## src/rtl/seq_compare.sv

```systemverilog
// Iterative chunked subtractor producing difference, not-equal and signed/unsigned
// less-than through a valid/ready handshake; one CHUNK-bit slice per cycle, LSB first.
module seq_compare #(
  parameter int WIDTH = 32,
  parameter int CHUNK = 8
) (
  input  logic             clock,
  input  logic             reset_n,
  input  logic             in_valid,
  output logic             in_ready,
  input  logic [WIDTH-1:0] data_a,
  input  logic [WIDTH-1:0] data_b,
  input  logic             is_signed,
  output logic             out_valid,
  input  logic             out_ready,
  output logic [WIDTH-1:0] diff,
  output logic             is_not_equal,
  output logic             is_less_than
);

  localparam int N     = WIDTH / CHUNK;
  localparam int IDX_W = (N > 1) ? $clog2(N) : 1;
  localparam logic [IDX_W-1:0] IDX_LAST = IDX_W'(N - 1);
  localparam logic [CHUNK-1:0] LOW_MASK = {CHUNK{1'b1}} >> 1;

  typedef enum logic [1:0] {IDLE, RUN, DONE} state_t;
  state_t state, state_next;

  logic [WIDTH-1:0] a_q, b_q;
  logic             signed_q, carry, nz;
  logic [IDX_W-1:0] idx;

  logic [CHUNK-1:0] a_chunk, b_chunk, low_sum;
  logic [CHUNK:0]   sum;
  logic             c_msb, last, accept, lt_unsigned, lt_signed;

  always_comb begin
    a_chunk     = a_q[int'(idx) * CHUNK +: CHUNK];
    b_chunk     = b_q[int'(idx) * CHUNK +: CHUNK];
    sum         = {1'b0, a_chunk} + {1'b0, ~b_chunk} + (CHUNK + 1)'(carry);
    // Carry into the chunk MSB: same add with the top bit masked off.
    low_sum     = (a_chunk & LOW_MASK) + (~b_chunk & LOW_MASK) + CHUNK'(carry);
    c_msb       = low_sum[CHUNK-1];
    last        = (idx == IDX_LAST);
    lt_unsigned = ~sum[CHUNK];
    lt_signed   = sum[CHUNK-1] ^ (c_msb ^ sum[CHUNK]);
  end

  always_ff @(posedge clock or negedge reset_n) begin
    if (!reset_n) state <= IDLE;
    else          state <= state_next;
  end

  always_comb begin
    state_next = state;
    accept     = 1'b0;
    case (state)
      IDLE: if (in_valid) begin
        accept     = 1'b1;
        state_next = RUN;
      end
      RUN:  if (last) state_next = DONE;
      DONE: if (out_ready) state_next = IDLE;
      default: state_next = IDLE;
    endcase
  end

  always_ff @(posedge clock or negedge reset_n) begin
    if (!reset_n) begin
      in_ready     <= 1'b1;
      out_valid    <= 1'b0;
      a_q          <= '0;
      b_q          <= '0;
      signed_q     <= 1'b0;
      carry        <= 1'b1;
      nz           <= 1'b0;
      idx          <= '0;
      diff         <= '0;
      is_not_equal <= 1'b0;
      is_less_than <= 1'b0;
    end else begin
      in_ready  <= (state_next == IDLE);
      out_valid <= (state_next == DONE);
      if (accept) begin
        a_q      <= data_a;
        b_q      <= data_b;
        signed_q <= is_signed;
        carry    <= 1'b1;
        nz       <= 1'b0;
        idx      <= '0;
      end else if (state == RUN) begin
        diff[int'(idx) * CHUNK +: CHUNK] <= sum[CHUNK-1:0];
        carry <= sum[CHUNK];
        nz    <= nz | (|sum[CHUNK-1:0]);
        if (last) begin
          is_not_equal <= nz | (|sum[CHUNK-1:0]);
          is_less_than <= signed_q ? lt_signed : lt_unsigned;
        end else begin
          idx <= idx + 1'b1;
        end
      end
    end
  end

endmodule
```

## config.mk

```make
export PLATFORM = sky130hd
export DESIGN_NAME = seq_compare
export DESIGN_NICKNAME = d
export VERILOG_FILES = /design/src/rtl/seq_compare.sv
export SDC_FILE = /design/constraint.sdc
export NUM_CORES = 1
export LEC_CHECK = 0
export CAP_MARGIN = 30
export CORE_UTILIZATION = 25
export DETAILED_ROUTE_END_ITERATION = 10
export GPL_ROUTABILITY_DRIVEN = 0
export PLACE_DENSITY = 0.43
export SYNTH_ARGS = -nofsm -noshare
export SYNTH_HDL_FRONTEND = slang
export SYNTH_SLANG_ARGS = --single-unit
export TNS_END_PERCENT = 10
```

## constraint.sdc

```tcl
create_clock -name clock -period 5.2 [get_ports clock]
set_clock_uncertainty 0.15 [all_clocks]
set_input_delay 0.78 -clock clock [delete_from_list [all_inputs] [get_ports clock]]
set_output_delay 0.78 -clock clock [all_outputs]
set_load 0.1 [all_outputs]
```

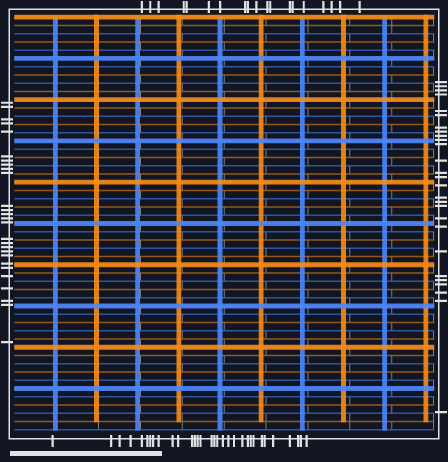
Figure 1: run 1, power grid.
Bar = 50 um. Pins as bars on the die edge. Tap cells in gray.
| net | color |
|---|---|
| VSS | blue |
| VDD | orange |
met4 straps: 10
signal pins: 105
Chip Height: 141 um
core area: 18800 um^2

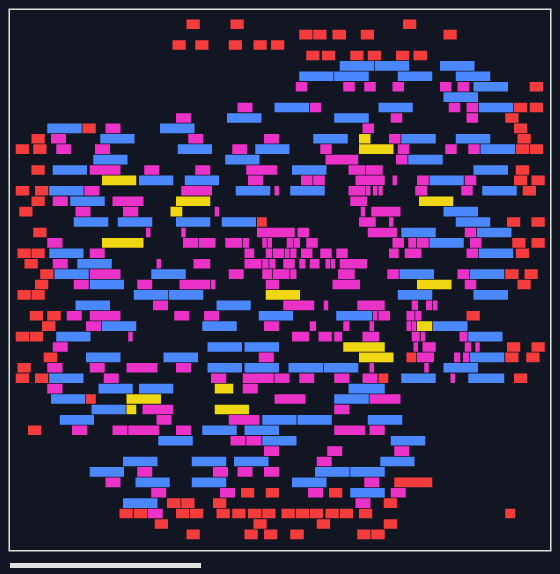
Figure 2: run 1, placement by cell class.
Bar = 50 um.
| class | color | cells | share of their area |
|---|---|---|---|
| remaining buffers and delay cells | red | 109 | 18% |
| clock drivers and dummy loads | yellow | 16 | 5.4% |
| remaining logic cells | magenta | 204 | 34% |
| registers | blue | 107 | 43% |
design area: 6540 um^2
# rows: 50
sequential cell area share: 0.410
Finished Core Util: 0.348

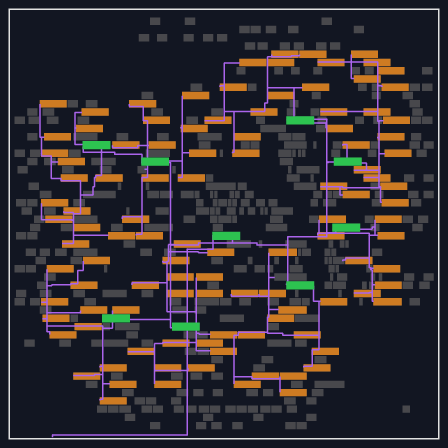
Figure 3: run 1, clock wires, drivers and flops.
[flip-flops] orange | count: 107
[clock-net drivers] green | count: 9
[clock wires] purple | length: 1390 um
routed clock nets: 10
clk latency late pin: 0.35 ns

==> results.cfg, run 1 <==
; flow metrics
[global_route]
gr-total-overflow = 0
antenna_found_initial = 0
track_usage = 0.125
grt_pass1_wl_um = 18500
grt_pass1_vias = 3202

[flow_run]
maxCapViolCount = 0
warnings = 31

[outcome]
status = completed

[final_timing]
setup_viol = 0
period_minus_slack_ns = 3.61
slew_violations = 0
timing.final.ws_setup_ns = 1.59
fmax_mhz = 277
tightest_slew_ns = 0.973
relSlewSlack = 0.349
hold_ws_ns = 0.0812
timing_hold_violations_final = 0
rsz0062_at_grt = no
period_used_share = 0.695

[floorplan]
initCoreUtil = 0.257
pin_count = 105
fp.dieW_um = 141

[critical_path]
worstSetupPathType = reg2reg
crit_required_ns = 5.28
cp_common_cell = fa_1
cp_slowest_cell = mux4_2
critPathMaxFanout = 23
crit_path_start = idx[0]
critical_path.top_delay_family = simple AND/OR/NAND/NOR gates

[detailed_routing]
vias_per_cell = 4.43
drc = 0
drtIter0Drc = 93
num_vias = 3085
wire_per_inst_um = 16.8
drtAntennaViolNets = 0
dr.pass1.iters = 4

[cells_and_area]
n_antenna_cell = 0
finalNonFillerCells = 696
syn2layout_area_growth_pct = 35.3
logic_area_um2 = 2060
finalNetCount = 515
fillers = 1857

[clocking]
holdBufCountCts = 0
postCtsResizedCells = 0
cts.sinks = 107
htreeDepth = 3
cts_tree = built
root_buffer = clkbuf_16
clockBufferDepth = 2
cts_inserted_buffers = 9

[synth]
numSynthFlops = 107
area_leaders = dfrtp_1 54%, mux2_2 11%, mux4_2 7.5%, a22o_1 5.8%, mux2_1 4.2%
yosys.cell_types.count = 36
synth_area_um2 = 4840
top_cell_area_share = 0.543
ys_seq_frac = 0.554
ff_type = dfrtp_1
synthArstFlopShare = 1.00
syn_inst = 323
yosys_warnings = 0
synth.avg_cell_area_um2 = 15.0
synth.largest_area_cell = dfrtp_1
ys_chip_area_um2 = 4840

[placed_design]
dp_hpwl_um = 8410
placed_area_um2 = 6180
io_buffer_count = 104
dp_slack_ns = 1.55
[run 1: synthesized netlist by cell type (2+ instances only)]
cell type / instances
o21ai_0: 5
a22o_1: 32
mux2_2: 48
dfrtp_1: 105
nand2_1: 9
xnor2_1: 4
nand2b_1: 3
mux4_2: 16
nor2_1: 9
a21o_1: 2
buf_2: 8
xor2_1: 2
o21ai_1: 4
dfstp_2: 2
clkbuf_1: 3
ha_1: 13
inv_1: 12
mux2_1: 18
nor4_4: 3
fa_1: 2
mux2i_1: 2
a21oi_1: 7
[run 1: logic make-up after synthesis]
group                      count (synthesis)  synth area share
DFF                                      107             0.554
muxes                                     84             0.232
AOI/OAI and AO/OA                         55            0.0926
and+or+nand+nor                           32            0.0473
buffers and inverters                     24            0.0207
adders and majority gates                 15            0.0419
xor gates and xnor gates                   6            0.0109
[run 1: final timing paths]
path                                endpoint  slack, ns  depth (start not counted)
worst max-delay path            is_not_equal       1.59                          9
worst min-delay path                  a_q[9]       0.08                          1
worst max register to register  is_not_equal       1.59                          9
worst min register to register       a_q[29]       0.33                          1
max in group asynchronous             idx[0]       3.73                          3
min in group clock                   a_q[29]       0.33                          1
[run 1: metal layers]
layer / share of wire / vias to the layer above / global-route usage
met5: 0 / - / 0
met4: 0.014 / 0 / 0.0429
met3: 0.040 / 12 / 0.0255
met2: 0.49 / 81 / 0.205
met1: 0.46 / 1570 / 0.165
li1: - / 1422 / -
[run 1: final cells by class]
cell class              instances  area share
clock buffers                  10      0.0365
clock inverters                 6      0.0147
inverters                      12     0.00688
multi-input cells             192       0.315
flip-flops and latches        107       0.410
well taps                     260      0.0497
repair buffers                109       0.167
[run 1: state kept, by name, indices dropped and copies added (netlist names), 2 cells and up]
register and count:
idx 2, diff 32, a_q 32, state 2, b_q 32
[run 1: worst register-to-register path: stages (launching register included)]
cell and delay, ns:
dfrtp_2 0.37, buf_4 0.40, mux4_2 0.56, inv_1 0.08
fa_1 0.25, fa_1 0.52, or4_1 0.52, or3_1 0.33
nor4_2 0.21, o21ai_1 0.09
==> inputs of run 2 (changes only) <==
--- a/config.mk
+++ b/config.mk
@@ -9,7 +9,7 @@
 export CORE_UTILIZATION = 25
 export DETAILED_ROUTE_END_ITERATION = 10
 export GPL_ROUTABILITY_DRIVEN = 0
-export PLACE_DENSITY = 0.43
+export PLACE_DENSITY = 0.45
 export SYNTH_ARGS = -nofsm -noshare
 export SYNTH_HDL_FRONTEND = slang
 export SYNTH_SLANG_ARGS = --single-unit
==> constraint.sdc (replaced) <==
create_clock -name clock -period 3.1 [get_ports clock]
set_clock_uncertainty 0.15 [all_clocks]
set_input_delay 0.465 -clock clock [delete_from_list [all_inputs] [get_ports clock]]
set_output_delay 0.465 -clock clock [all_outputs]
set_load 0.1 [all_outputs]
==> run 2 against run 1 <==
Compared with the run above:
- the run now ends with setup timing left
- global-route usage increased by 0.62 points
- highest routed layer unchanged
- worst hold slack got worse by 0.034 ns
- critical path depth decreased by 1
- critical path type unchanged
- utilization increased by 0.24 points
==> results.cfg, run 2 <==
; flow metrics
[outcome]
status = finished, violations left
violations = setup timing

[worst_hold_path]
hold_path_class = in2async

[final_timing]
relSlewSlack = 0.438
rsz0062_at_grt = yes
timing_hold_violations_final = 0
setup_viol = 2
fmax_mhz = 318
tightest_slew_ns = 0.843
tns_ns = -0.0806
period_minus_slack_ns = 3.15
period_used_share = 1.02
slew_violations = 0
timing.final.ws_setup_ns = -0.0468

[clocking]
clk_latency_ns = 0.35
cts_inserted_buffers = 9
clk_pin_slew_ns = 0.07
cts.sinks = 107
root_buffer = clkbuf_16
cts_tree = built
clockBufferDepth = 2
htreeDepth = 3
holdBufCountCts = 0

[synth]
ys_seq_frac = 0.554
synthArstFlopShare = 1.00
ys_chip_area_um2 = 4840
area_leaders = dfrtp_1 54%, mux2_2 11%, mux4_2 7.5%, a22o_1 5.8%, mux2_1 4.2%
synth_area_um2 = 4840
numSynthFlops = 107
yosys.cell_types.count = 36
syn_inst = 323
yosys_warnings = 0
syn-num-nets = 407
common_cells = 105 x dfrtp_1, 48 x mux2_2, 32 x a22o_1
synth.largest_area_cell = dfrtp_1
ff_type = dfrtp_1
ys_cells = 323
synth_top_cell_by_count = dfrtp_1
top_cell_area_share = 0.543
synth.avg_cell_area_um2 = 15.0
synth-edff-count = 0

[global_route]
grt_max_degree = 67
grt_pass1_vias = 3293
antenna_found_initial = 0
gr-total-overflow = 0
grt_pass1_wl_um = 19500

[cells_and_area]
mostFrequentLayoutCells = 104 x dfrtp_1, 67 x clkdlybuf4s50_1, 53 x buf_4
drive_gt1_frac = 0.341
largest_registers = a_q (32), b_q (32), diff (32)
logic_area_um2 = 2090
seq_area_um2 = 2680
n_antenna_cell = 0
layout_top_cell = dfrtp_1
fillers = 1855
finalNetCount = 530
syn2layout_area_growth_pct = 36.2
finalNonFillerCells = 711

[critical_path]
cp.arrival_ns = 3.23
worstSetupPathType = reg2reg
critPathMaxFanout = 3
critical_path.startpoint_type = register
critPathCaptureType = register
crit_required_ns = 3.18

[placed_design]
dp_cells = 693
io_buffer_count = 104
dp_hpwl_um = 8800

[floorplan]
dieHeight_um = 141
rows = 50
dieArea_um2 = 19900
fp.dieW_um = 141
core_region_area_um2 = 18800
initCoreUtil = 0.257
pin_count = 105

[detailed_routing]
drtAntennaViolNets = 0
vias_per_cell = 4.37
drtIter0Drc = 128
dr.pass1.iters = 4
drc = 0

[flow_run]
maxCapViolCount = 0
warnings = 34
-- run 2: cell types whose count changed in the layout (fill, tap and decap cells not counted), moves of 2 or more --
cell             previous run  this run
clkdlybuf4s50_1           103        67
buf_4                       5        53
fa_2                        0         2
buf_12                      0         3
fa_1                        2         0
-- run 2: metal layers --
metal  up-vias  wire length, um  track usage
li1       1454                -            -
met1      1567             5750        0.178
met2        73             5770        0.207
met3        11              409       0.0285
met4         0              208       0.0475
met5         -                0            0
-- run 2: worst paths after layout --
kind	from	to	slack, ns	depth (start not counted)
max	idx[0]	nz	-0.05	8
min	reset_n	a_q[1]	0.05	1
max reg2reg	idx[0]	nz	-0.05	8
min reg2reg	b_q[29]	b_q[29]	0.33	1
max in group asynchronous	reset_n	in_ready	2.02	2
min in group clock	b_q[29]	b_q[29]	0.33	1
-- run 2: cell type report --
cell class                      count  share of cell area
Clock buffer                       10              0.0363
Clock inverter                      6              0.0108
Timing Repair Buffer              124               0.173
Multi-Input combinational cell    192               0.317
Sequential cell                   107               0.407
Tap cell                          260              0.0494
Inverter                           12             0.00684
-- run 2: timing repair --
action	CTS	global route
endpoints found under the setup margin	6	7
gates resized	4	0
pin swaps	1	4
endpoints found under the hold margin	0	0
setup buffers	0	2
-- run 2: critical path: stages (launching register included) --
cell,delay [ns]
dfrtp_2,0.40
mux4_2,0.52
fa_2,0.39
fa_2,0.39
xor2_1,0.17
or4_1,0.39
or3_4,0.35
nor4_4,0.17
o21ai_1,0.09
-- run 2: logic make-up after synthesis --
logic type	share of synthesized area
fa+ha+maj	0.0419
simple gates	0.0473
compound gates	0.0926
xor+xnor	0.0109
buf+inv	0.0207
flops	0.554
mux	0.232
-- run 2: through the flow --
step | worst slack, ns | cell area [um^2] | hold WS, ns
floorplan | -0.334 | 4860 | 0.0194
global placement | -0.0345 | 6230 | 0.312
detailed placement | -0.0959 | 6230 | 0.321
CTS | -0.0616 | 6560 | 0.0833
global route | -0.140 | 6590 | 0.109
finish | -0.0468 | 6590 | 0.0473
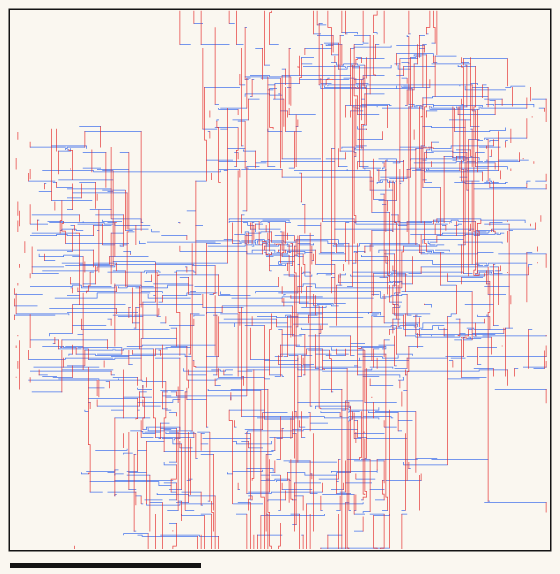
Figure 4: run 2, signal wires by layer.
Bar = 50 um. Only two layers are drawn.
| layer | color | wire length |
|---|---|---|
| M2 | red | 5770 um |
| M1 | blue | 5750 um |
routed length per instance: 17.1 um
total track usage: 0.132
WL final: 12100 um
via count: 3105

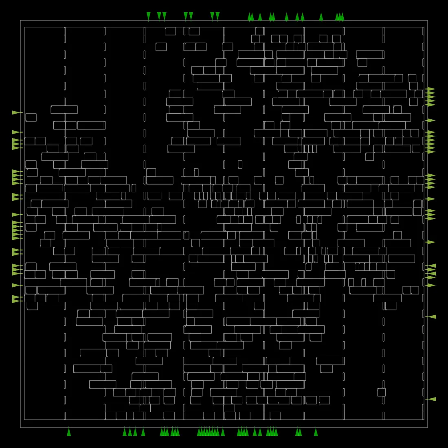
Figure 5: run 2, placed standard cells.
Finished Core Util: 0.350
tapcell count: 260
sequential cell area share: 0.407

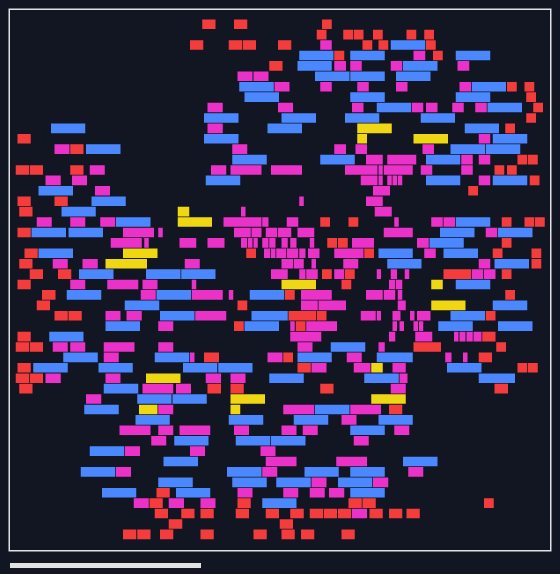
Figure 6: run 2, placement by cell class.
Bar = 50 um.
| class | color | cells | share of their area |
|---|---|---|---|
| remaining logic cells | magenta | 204 | 34% |
| remaining buffers and delay cells | red | 124 | 18% |
| clock drivers and dummy loads | yellow | 16 | 5.0% |
| registers | blue | 107 | 43% |

